$ cat src/rtl/clk_btn_gen.sv
// Board-clock divider plus 2-FF sync, debounce and clk_div-aligned press pulse for the LED chaser.
// Latency: press -> button at first clk_div fall tick after DEBOUNCE_CYC+3 cycles; no backpressure.
module clk_btn_gen #(
    parameter int DIV_HALF     = 5_000_000,
    parameter int DEBOUNCE_CYC = 1_000_000
) (
    input  logic clk,
    input  logic rst,
    input  logic button_raw,
    output logic clk_div,
    output logic button
);

    localparam int DIV_W = $clog2(DIV_HALF);
    localparam int DB_W  = $clog2(DEBOUNCE_CYC);
    localparam logic [DIV_W-1:0] DIV_MAX = DIV_W'(DIV_HALF - 1);
    localparam logic [DB_W-1:0]  DB_MAX  = DB_W'(DEBOUNCE_CYC - 1);

    typedef enum logic {
        S_IDLE  = 1'b0,
        S_PULSE = 1'b1
    } state_t;

    logic [DIV_W-1:0] r_div_cnt;
    logic             r_clk_div;
    logic             r_sync1;
    logic             r_sync2;
    logic [DB_W-1:0]  r_db_cnt;
    logic             r_stable;
    logic             r_stable_d;
    logic             r_pending;
    state_t           r_state;
    state_t           w_state_nxt;
    logic             w_serve;
    logic             w_div_wrap;
    logic             w_fall_tick;
    logic             w_press;

    assign w_div_wrap  = (r_div_cnt == DIV_MAX);
    assign w_fall_tick = w_div_wrap & r_clk_div;
    assign w_press     = r_stable & ~r_stable_d;

    always_ff @(posedge clk or posedge rst) begin
        if (rst) begin
            r_div_cnt <= '0;
            r_clk_div <= 1'b0;
        end else if (w_div_wrap) begin
            r_div_cnt <= '0;
            r_clk_div <= ~r_clk_div;
        end else begin
            r_div_cnt <= r_div_cnt + DIV_W'(1);
        end
    end

    always_ff @(posedge clk or posedge rst) begin
        if (rst) begin
            r_sync1    <= 1'b0;
            r_sync2    <= 1'b0;
            r_db_cnt   <= '0;
            r_stable   <= 1'b0;
            r_stable_d <= 1'b0;
        end else begin
            r_sync1    <= button_raw;
            r_sync2    <= r_sync1;
            r_stable_d <= r_stable;
            // Any sample back at the stable level restarts the persistence count.
            if (r_sync2 == r_stable) begin
                r_db_cnt <= '0;
            end else if (r_db_cnt == DB_MAX) begin
                r_stable <= r_sync2;
                r_db_cnt <= '0;
            end else begin
                r_db_cnt <= r_db_cnt + DB_W'(1);
            end
        end
    end

    always_ff @(posedge clk or posedge rst) begin
        if (rst) begin
            r_pending <= 1'b0;
            r_state   <= S_IDLE;
        end else begin
            r_pending <= w_press | (r_pending & ~w_serve);
            r_state   <= w_state_nxt;
        end
    end

    always_comb begin
        w_state_nxt = r_state;
        w_serve     = 1'b0;
        case (r_state)
            S_IDLE: begin
                if (w_fall_tick && r_pending) begin
                    w_state_nxt = S_PULSE;
                    w_serve     = 1'b1;
                end
            end
            S_PULSE: begin
                // A press caught during the pulse extends it by one more clk_div period.
                if (w_fall_tick) begin
                    if (r_pending) begin
                        w_serve = 1'b1;
                    end else begin
                        w_state_nxt = S_IDLE;
                    end
                end
            end
            default: w_state_nxt = S_IDLE;
        endcase
    end

    assign clk_div = r_clk_div;
    assign button  = (r_state == S_PULSE);

endmodule
$ cat config.mk
export PLATFORM = sky130hd
export DESIGN_NAME = clk_btn_gen
export DESIGN_NICKNAME = d
export VERILOG_FILES = /design/src/rtl/clk_btn_gen.sv
export SDC_FILE = /design/constraint.sdc
export NUM_CORES = 1
export LEC_CHECK = 0
export CORE_MARGIN = 2
export CORE_UTILIZATION = 50
export DETAILED_ROUTE_END_ITERATION = 16
export HOLD_SLACK_MARGIN = 0.12
export PLACE_DENSITY = 0.69
export RECOVER_POWER = 50
export REMOVE_ABC_BUFFERS = 1
export SYNTH_ARGS = -nofsm -noshare
export SYNTH_HDL_FRONTEND = slang
export SYNTH_SLANG_ARGS = --single-unit
export TNS_END_PERCENT = 10
$ cat constraint.sdc
create_clock -name clk -period 2 [get_ports clk]
set_clock_uncertainty 0.15 [all_clocks]
set_input_delay 0.5 -clock clk [delete_from_list [all_inputs] [get_ports clk]]
set_output_delay 0.5 -clock clk [all_outputs]
set_load 0.02 [all_outputs]
==> out/metrics.csv, run 1 <==
metric,value,unit
outcome,completed,
sh_comb_area,41.8,%
n_all_buffers,18,
holdWs,0.209,ns
clockBufferDepth,2,
top_area_cell,dfrtp_1,
ys_sh_simple,27.4,%
placed_cell_area,2680,sq um
wl_met1,2280,um
cp-end-kind,primary output,
clk_pin_slew,0.09,ns
h-tree-depth,2,
syn_area,2450,sq um
grt_pass1_vias,1555,
critPathBufInv,1,
ff_count,50,
hold_buffers,0,
floorplanUtilization,52.0,%
clock_area_share,3.46,%
r2r_start,r_div_cnt[6],
post_cts.repair.setup_buffers,0,
die_h,74.1,um
initialDrtViolationCount,167,
grt_use_met3,4.07,%
ys_cells,231,
largest_register,r_div_cnt,
power_leader,sequential cells,
top_usage_layer,met1,
run_1/util_map.png
Scale: 4 px per um. 7 x 7 tiles, from dark blue (low) to red (high), 0 to 100% covered.
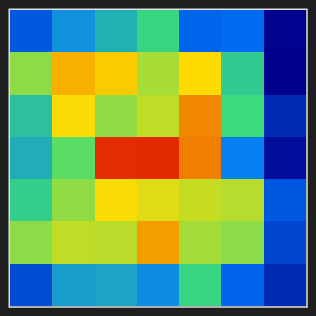
tiles over 75% full	16%
mean over tiles	49%
fullest tile	95%
nearly empty tiles	4.1%

run_1/port_trees.png
Scale: 4 px per um.
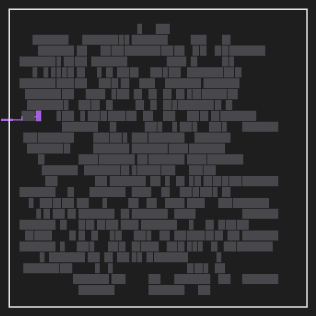
color	port	bits	direction	end cells	buffers	wire
purple	rst	1	input	1	1	4.00 um

run_1/placed.png
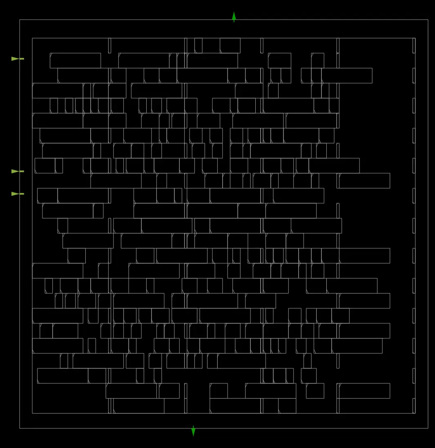
Filler Cell Count: 404
fin util: 58.2%
flop share of the area: 45.5%

run_1/m1.png
Scale: 8 px per um. Supply wires on this layer in gray.
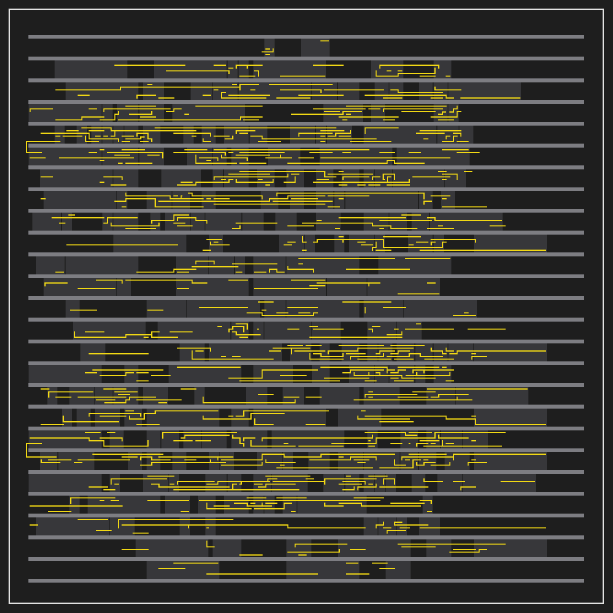

==> inputs of run 2 (changes only) <==
- CELL_PAD_IN_SITES_DETAIL_PLACEMENT: not set -> 0
- CELL_PAD_IN_SITES_GLOBAL_PLACEMENT: not set -> 1
- CORE_UTILIZATION: 50 -> 49
- PLACE_DENSITY: 0.69 -> 0.81
run_2/m1.png
Scale: 8 px per um. Supply wires on this layer in gray.
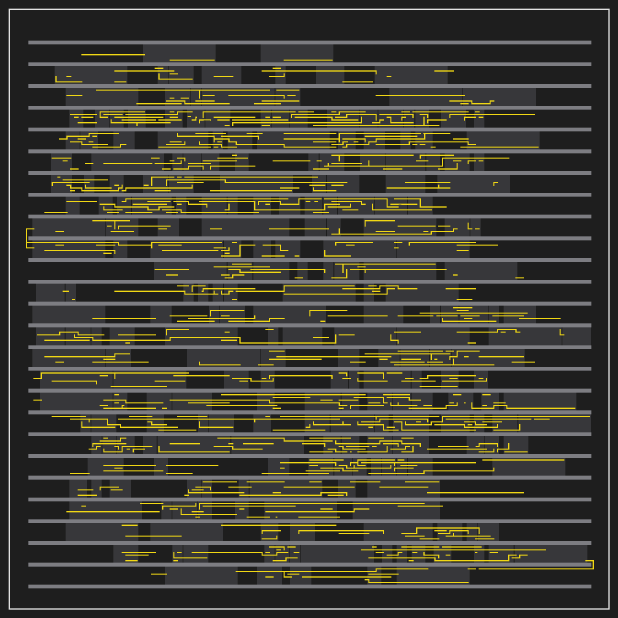
share of all routed wire	54%
longest straight run	28.1 um
nets with wire on the layer	237
main direction	horizontal
wire length on this layer	2490 um

==> run 2 against run 1 <==
First-iteration DRC count shrank 10%. Hold slack gained 0.020 ns. Combinational power shrank 3%. Largest cell class unchanged. Clock power grew 47%. Worst setup slack gained 0.012 ns. Register-to-register slack gained 0.02 ns. Routed wire length grew 6.2%. Final area grew 2.3%. Utilization grew 0.57 points. Critical path type unchanged. Synthesized area is the same. Critical endpoint is now clk_div.
==> out/metrics.csv, run 2 <==
metric,value,unit
utilization,58.8,%
grt_use_met3,4.69,%
fillers,414,
grt_pass1_vias,1651,
n_all_buffers,18,
clockPowerShare,44.9,%
path_cells,clkdlybuf4s50_1,
top_area_cell,dfrtp_1,
placed_cell_area,2670,sq um
route.vias.total,1725,
pg_comb,0.0444,mW
ys_sh_simple,27.4,%
ff_count,50,
h-tree-depth,2,
clockBufferDepth,2,
initialDrtViolationCount,150,
largest_register,r_div_cnt,
sh_comb_area,41.1,%
outcome,completed,
wl_met1,2490,um
rrSetupSlack,0.12,ns
postRouteAntennaNets,0,
ys_chip_area,2450,sq um
die_h,74.8,um
top_usage_layer,met1,
nets,255,
seq_share,44.5,%
clock_area_share,5.07,%
clock_latency,0.30,ns
post_cts.repair.setup_buffers,0,
stdcell_count,318,
clk_pin_slew,0.09,ns
power_leader,sequential cells,
r2r_start,r_div_cnt[6],
syn_area,2450,sq um
Power figures rest on the tool's default switching activity, not on a simulated workload.
